File: src/rtl/spic_pkg.sv
// Shared types and constants for the SPI controller transfer engine.
package spic_pkg;

    localparam int unsigned SPIC_DWIDTH_DEFAULT  = 32;
    localparam int unsigned SPIC_NSLAVES_DEFAULT = 4;
    localparam int unsigned SPIC_LEN_WIDTH       = $clog2(SPIC_DWIDTH_DEFAULT);

    typedef enum logic [1:0] {
        StIdle  = 2'd0,
        StSetup = 2'd1,
        StShift = 2'd2,
        StHold  = 2'd3
    } spic_xfer_state_t;

endpackage

File: src/rtl/spic_clkgen.sv
// Half-period counter for the SPI clock; emits a tick at the end of every
// half-period and splits SHIFT-phase ticks into leading/trailing edge strobes.
module spic_clkgen #(
    parameter int unsigned DIV_WIDTH = 8
) (
    input  logic                 clk,
    input  logic                 rst_n,
    input  logic                 en,
    input  logic                 shift_en,
    input  logic [DIV_WIDTH-1:0] div,
    output logic                 tick,
    output logic                 lead_edge,
    output logic                 trail_edge
);

    logic [DIV_WIDTH-1:0] cnt_q, cnt_d;
    logic                 phase_q, phase_d;

    always_comb begin
        tick    = en && (cnt_q == div);
        cnt_d   = cnt_q;
        phase_d = phase_q;
        if (!en || tick) begin
            cnt_d = '0;
        end else begin
            cnt_d = cnt_q + DIV_WIDTH'(1);
        end
        // Phase 0 is the first half of each bit, so its end is the leading edge.
        if (!shift_en) begin
            phase_d = 1'b0;
        end else if (tick) begin
            phase_d = ~phase_q;
        end
        lead_edge  = tick && shift_en && !phase_q;
        trail_edge = tick && shift_en && phase_q;
    end

    always_ff @(posedge clk or negedge rst_n) begin
        if (!rst_n) begin
            cnt_q   <= '0;
            phase_q <= 1'b0;
        end else begin
            cnt_q   <= cnt_d;
            phase_q <= phase_d;
        end
    end

endmodule

File: src/rtl/spic_xfer.sv
// SPI master transfer engine: one command in, one full-duplex frame out.
// Optional internal loopback input is built when SPIC_LOOPBACK_EN is defined.
module spic_xfer
    import spic_pkg::*;
#(
    parameter int unsigned DWIDTH    = SPIC_DWIDTH_DEFAULT,
    parameter int unsigned NSLAVES   = SPIC_NSLAVES_DEFAULT,
    parameter int unsigned DIV_WIDTH = 8
) (
    input  logic                       clk,
    input  logic                       rst_n,
    input  logic                       cmd_valid,
    output logic                       cmd_ready,
    input  logic [$clog2(NSLAVES)-1:0] cmd_ss,
    input  logic [$clog2(DWIDTH)-1:0]  cmd_len,
    input  logic [DWIDTH-1:0]          cmd_data,
    input  logic                       cpol,
    input  logic                       cpha,
    input  logic [DIV_WIDTH-1:0]       clk_div,
    output logic                       rsp_valid,
    output logic [DWIDTH-1:0]          rsp_data,
    output logic                       busy,
    output logic                       sclk,
    output logic                       mosi,
    input  logic                       miso,
`ifdef SPIC_LOOPBACK_EN
    input  logic                       loopback,
`endif
    output logic [NSLAVES-1:0]         ss_n
);

    localparam int unsigned LW = $clog2(DWIDTH);
    localparam int unsigned SW = $clog2(NSLAVES);

    spic_xfer_state_t     state_q, state_d;
    logic [SW-1:0]        ss_q, ss_d;
    logic [LW-1:0]        bit_idx_q, bit_idx_d;
    logic [DWIDTH-1:0]    data_q, data_d;
    logic [DWIDTH-1:0]    rx_q, rx_d;
    logic [DWIDTH-1:0]    rsp_data_q, rsp_data_d;
    logic [DIV_WIDTH-1:0] div_q, div_d;
    logic                 cpol_q, cpol_d;
    logic                 cpha_q, cpha_d;
    logic                 sclk_q, sclk_d;
    logic                 mosi_q, mosi_d;
    logic                 rsp_valid_q, rsp_valid_d;
    logic                 live_q;

    logic tick, lead_edge, trail_edge;
    logic lb_on, sample_bit, cmd_accept;

`ifdef SPIC_LOOPBACK_EN
    assign lb_on = loopback;
`else
    assign lb_on = 1'b0;
`endif

    assign sample_bit = lb_on ? mosi_q : miso;
    // No accept in the rsp_valid cycle, so ss_n always shows a high gap.
    assign cmd_ready  = (state_q == StIdle) && live_q && !rsp_valid_q;
    assign cmd_accept = cmd_valid && cmd_ready;
    assign busy       = (state_q != StIdle);
    assign sclk       = sclk_q;
    assign mosi       = mosi_q;
    assign rsp_valid  = rsp_valid_q;
    assign rsp_data   = rsp_data_q;

    spic_clkgen #(
        .DIV_WIDTH(DIV_WIDTH)
    ) u_clkgen (
        .clk       (clk),
        .rst_n     (rst_n),
        .en        (state_q != StIdle),
        .shift_en  (state_q == StShift),
        .div       (div_q),
        .tick      (tick),
        .lead_edge (lead_edge),
        .trail_edge(trail_edge)
    );

    always_comb begin
        ss_n = '1;
        if (state_q != StIdle && !lb_on && 32'(ss_q) < NSLAVES) begin
            ss_n[ss_q] = 1'b0;
        end
    end

    always_comb begin
        state_d     = state_q;
        ss_d        = ss_q;
        bit_idx_d   = bit_idx_q;
        data_d      = data_q;
        rx_d        = rx_q;
        rsp_data_d  = rsp_data_q;
        div_d       = div_q;
        cpol_d      = cpol_q;
        cpha_d      = cpha_q;
        sclk_d      = sclk_q;
        mosi_d      = mosi_q;
        rsp_valid_d = 1'b0;
        unique case (state_q)
            StIdle: begin
                if (cmd_accept) begin
                    state_d   = StSetup;
                    ss_d      = cmd_ss;
                    bit_idx_d = cmd_len;
                    data_d    = cmd_data;
                    div_d     = clk_div;
                    cpol_d    = cpol;
                    cpha_d    = cpha;
                    sclk_d    = cpol;
                    mosi_d    = cmd_data[cmd_len];
                    rx_d      = '0;
                end
            end
            StSetup: begin
                if (tick) state_d = StShift;
            end
            StShift: begin
                if (tick) sclk_d = ~sclk_q;
                if (lead_edge) begin
                    if (!cpha_q) rx_d = {rx_q[DWIDTH-2:0], sample_bit};
                    else         mosi_d = data_q[bit_idx_q];
                end
                if (trail_edge) begin
                    if (cpha_q) rx_d = {rx_q[DWIDTH-2:0], sample_bit};
                    if (bit_idx_q == '0) begin
                        state_d = StHold;
                    end else begin
                        bit_idx_d = bit_idx_q - LW'(1);
                        if (!cpha_q) mosi_d = data_q[bit_idx_q - LW'(1)];
                    end
                end
            end
            StHold: begin
                if (tick) begin
                    state_d     = StIdle;
                    rsp_valid_d = 1'b1;
                    rsp_data_d  = rx_q;
                end
            end
            default: state_d = StIdle;
        endcase
    end

    always_ff @(posedge clk or negedge rst_n) begin
        if (!rst_n) begin
            state_q     <= StIdle;
            ss_q        <= '0;
            bit_idx_q   <= '0;
            data_q      <= '0;
            rx_q        <= '0;
            rsp_data_q  <= '0;
            div_q       <= '0;
            cpol_q      <= 1'b0;
            cpha_q      <= 1'b0;
            sclk_q      <= 1'b0;
            mosi_q      <= 1'b0;
            rsp_valid_q <= 1'b0;
            live_q      <= 1'b0;
        end else begin
            state_q     <= state_d;
            ss_q        <= ss_d;
            bit_idx_q   <= bit_idx_d;
            data_q      <= data_d;
            rx_q        <= rx_d;
            rsp_data_q  <= rsp_data_d;
            div_q       <= div_d;
            cpol_q      <= cpol_d;
            cpha_q      <= cpha_d;
            sclk_q      <= sclk_d;
            mosi_q      <= mosi_d;
            rsp_valid_q <= rsp_valid_d;
            live_q      <= 1'b1;
        end
    end

endmodule

File: config.mk
export PLATFORM = sky130hd
export DESIGN_NAME = spic_xfer
export DESIGN_NICKNAME = d
export VERILOG_FILES = /design/src/rtl/spic_pkg.sv /design/src/rtl/spic_clkgen.sv /design/src/rtl/spic_xfer.sv
export SDC_FILE = /design/constraint.sdc
export NUM_CORES = 1
export LEC_CHECK = 0
export CAP_MARGIN = 15
export CELL_PAD_IN_SITES_DETAIL_PLACEMENT = 0
export CELL_PAD_IN_SITES_GLOBAL_PLACEMENT = 1
export CORE_ASPECT_RATIO = 0.75
export CORE_MARGIN = 3
export CORE_UTILIZATION = 48
export DETAILED_ROUTE_END_ITERATION = 10
export GPL_ROUTABILITY_DRIVEN = 0
export PLACE_DENSITY_LB_ADDON = 0.1
export SYNTH_ARGS = -nofsm -noshare
export SYNTH_HDL_FRONTEND = slang
export SYNTH_SLANG_ARGS = --single-unit
File: constraint.sdc
create_clock -name clk -period 7.59 [get_ports clk]
set_input_delay 0.759 -clock clk [delete_from_list [all_inputs] [get_ports clk]]
set_output_delay 0.759 -clock clk [all_outputs]
set_load 0.005 [all_outputs]
==> images/registers.png <==
Other sequential cells in the stronger gray, the rest of the logic in the fainter gray.
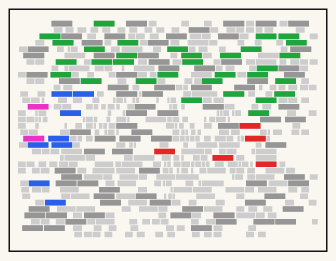
signal	color	placed flops
`bit_idx_q`	red	5
`div_q`	blue	8
`rx_q`	green	32
`ss_q`	magenta	2
flip-flop and latch area: 3180 sq um
Final Util: 64.1%
Seq. pwr: 0.996 mW
Seq area share: 41.9%

==> images/met3.png <==
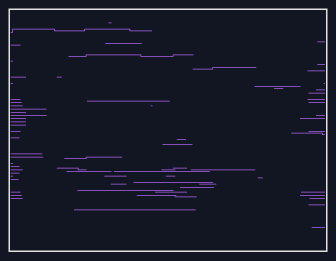
wire length on this layer	834 um
share of all routed wire	6.5%
nets with wire on the layer	68
longest straight run	51.5 um
met3 GRT Util: 6.55%
WL final: 12900 um

==> images/port_nets.png <==
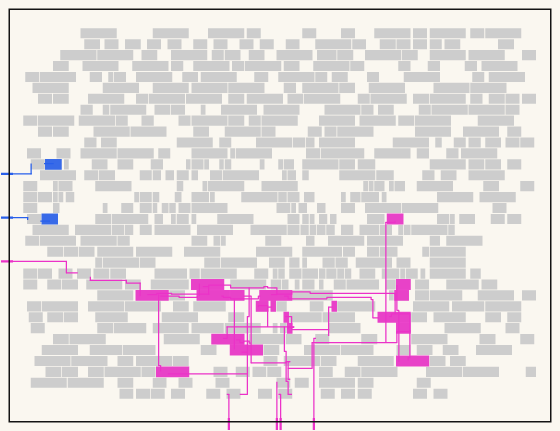
port	color	direction	edge	end cells	buffers	wire
`cmd_ss`	blue	input	left	2	2	16.4 um
`cmd_len`	magenta	input	4 bottom, 1 left	19	5	513 um
IO Port Bufs: 93
io pins: 94

==> flow_summary.yaml <==
# yosys + openroad results
final_timing:
  fmax_mhz: 337
  finClkSkew_ps: 9.03
  setup-violations-final: 0
  slew_viol_final: 0
  hold_viol_final: 0
  finalClockPeriodUsage_pct: 39.1
  tightest_slew_ps: 923
  relSlewSlack_pct: 38.4
  tns_ps: 0
  period_minus_slack_ps: 2960
  rsz0062_at_grt: "no"
cts:
  tritoncts: "done"
  clock-sinks: 127
  cts-resized-gates: 0
  cts.clk_slew.worst_paths_ps: 60
  clk_path_buf_depth: 2
  cts_root_buf: "clkbuf_16"
  cts_made_buffers: 17
  cts_hold_buffers: 0
  cts_max_level: 4
  cts_setup_buffers: 0
  clkLatencyLatePin_ps: 400
synth:
  largest_area_cell: "dfrtp_1"
  syn_area_per_cell_sq_um: 14.2
  synth_top_area_share_pct: 53.5
  edf_count: 0
  ys.flop_type: "dfrtp_1"
  topCellsByArea: "dfrtp_1 (53%), mux2_2 (15%), mux4_2 (9.5%)"
  synthCells: 417
  ys_cells: 417
  ys_area_sq_um: 5940
  synth_area_sq_um: 5940
  postSynthSeqShare_pct: 53.5
  synth_cell_types: 41
  yosysWarnings: 0
  fp_nets: 477
  async_flop_share_pct: 100
  ys_ff: 127
flow_run:
  max_cap_violations: 0
  tool_warnings: 30
floorplan:
  die_h_um: 102
  die_area_sq_um: 13800
  die_x_um: 134
  initCoreUtil_pct: 50.2
final_layout:
  diodes: 0
  area_growth_pct: 27.6
  final_common_cell: "dfrtp_1"
  nNetsFinal: 571
  layout_top_cells: "dfrtp_1 (127), clkdlybuf4s50_1 (92), mux2_2 (81)"
  layout-drive-gt1-share_pct: 28.1
worst_setup_path:
  crit_family: "buffers and inverters"
  required_ps: 6830
  start_kind: "flip-flop"
  cp_max_fo: 10
  slowest_delay_ps: 570
  cp_slowest_cell: "clkdlybuf4s50_1"
  cp_cell_sequence: "inv_1 -> ha_1 -> nand2_1 -> nor2_1 -> clkdlybuf4s50_1"
  end_kind: "output pin"
  critical_path_buf_inv_count: 2
  worstPathArrival_ps: 2210
  worst-setup-path-type: "reg -> out"
worst_hold_path:
  min_path_type: "in -> async"
power_and_ir_drop:
  power_switching_mw: 0.856
  ir_drop_uv: 171
  swShare_pct: 31.9
  p_clk_share_pct: 27.6
  p_seq_share_pct: 37.1
  pwr_density_cell_nw_per_um2: 354
  power_frac_comb_pct: 35.3
  internal_power_mw: 1.83
  leakagePower_nw: 3.36
routing:
  dr.pass1.iters: 4
  drc: 0
  postRouteAntennaNets: 0
  drt-vias-per-instance: 5.56
  drt_iter0_drc: 274
global_route:
  grt_pass1_wl_um: 21300
  grt_max_degree: 74
  overflow: 0
  grt_pass1_vias: 3962
  antenna_found_initial: 0
place:
  dp_hpwl_um: 8940
run_status:
  run_status: "finished clean"
==> images/wire_density.png <==
27 x 20 tiles, from black (low) to pale yellow (high), scaled to the fullest tile. Values are wire area over tile area, all layers added.
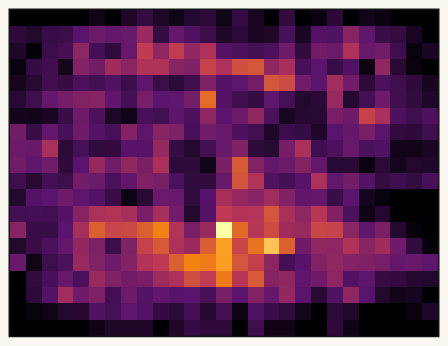
nearly empty tiles	8.7%
tiles over half the peak	7.8%
densest ninth of the die	bottom center
mean over tiles	0.15
fullest tile	0.61
total track usage: 19.8%
wire per inst: 18.8 um
via count: 3814

==> images/final_placement.png <==
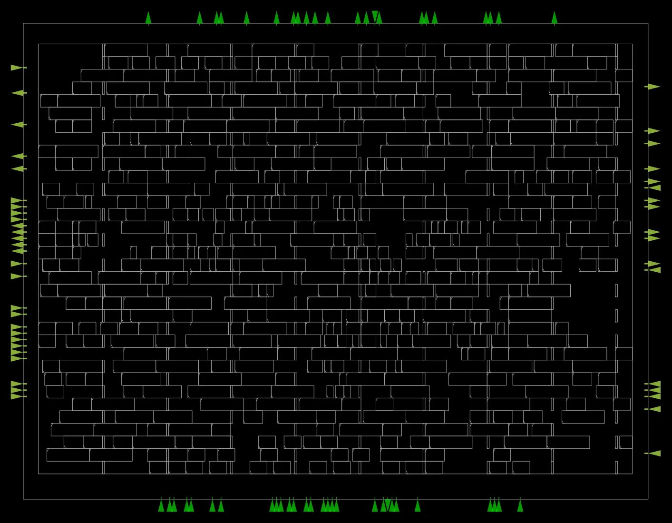
flop count: 127
Tapcells: 162
Core ar.: 11800 sq um
filler instances: 912
row count: 34

==> kinds of logic after synthesis <==
family                   Yosys count  share of synthesized area (%)
AND-OR/OR-AND                     51                           7.16
XOR/XNOR                          22                           3.24
adder cells (fa/ha/maj)            7                           1.47
buffers and inverters             33                           2.34
flip-flops                       127                           53.5
multiplexers                     118                           27.4
other                              1                         0.0631
AND/OR/NAND/NOR                   58                           4.84
==> per-stage QoR <==
stage | cell area [sq um] | cells | power (mW) | setup slack, ps | hold WS, ps
CTS | 7550 | 685 | 2.70 | 4570 | 417
global route | 7580 | 686 | 2.86 | 4390 | 428
global placement | 7010 | 653 | 1.92 | 4360 | 483
detailed placement | 7010 | 653 | 1.95 | 4300 | 480
finish | 7580 | 686 | 2.69 | 4630 | 388
floorplan | 5940 | 417 | 1.65 | 5010 | 462
==> cells in the mapped netlist, drive strengths merged (6+ instances only) <==
cell type	n
a21oi	6
a22o	32
buf	8
clkbuf	16
dfrtp	127
ha	7
inv	9
mux2	81
mux2i	10
mux4	27
nand2	8
nand3	9
nor2	23
xnor2	12
xor2	10
==> area by class of cell <==
class / instances / area, sq um
fill: 912 / 4250
sequential: 127 / 3180
multi-input combinational: 257 / 2630
timing repair buffer: 99 / 993
clock buffer: 21 / 450
tap: 162 / 203
clock inverter: 11 / 92.6
inverter: 9 / 33.8
==> worst paths after layout <==
check	startpoint	to	slack (ps)	depth (start not counted)
worst min-delay path	rst_n	data_q[3]	390	1
min in group clk	rx_q[31]	rx_q[31]	500	1
worst max-delay path	state_q[0]	cmd_ready	4630	5
max in group asynchronous	rst_n	u_clkgen.cnt_q[1]	5810	2
worst max register to register	bit_idx_q[0]	mosi	4860	8
worst min register to register	rx_q[31]	rx_q[31]	500	1
==> per-layer routing <==
metal	global-route usage (%)	routed length (um)	vias up
met3	6.55	834	4
met5	0	0	-
met2	27.7	5580	105
met1	30.0	6450	1956
met4	4.85	41	0
li1	-	-	1749
==> worst register-to-register path, cell delays in order (launching register included) <==
cell and delay (ps):
dfrtp_1 320, buf_4 310, inv_1 160, ha_1 600
mux4_2 430, mux2_2 280, a2bb2oi_1 130, a311oi_1 250
o31ai_1 130
==> flip-flops by register name (all words and copies together) (netlist names) <==
signal	count
div_q	8
mosi	1
live_q	1
u_clkgen.cnt_q	8
state_q	2
ss_q	2
cpha_q	1
data_q	32
u_clkgen.phase_q	1
bit_idx_q	5
rsp_data	32
rx_q	32
rsp_valid	1
sclk	1
==> power by group through the flow <==
stage	registers, mW	logic, mW	clock network, mW
after detailed placement	1.00	0.943	0
final	0.996	0.949	0.741
after CTS	0.996	0.948	0.757
after floorplan	0.943	0.711	0
after global routing	1.02	1.04	0.791
after global placement	0.998	0.926	0
Power figures rest on the tool's default switching activity, not on a simulated workload.
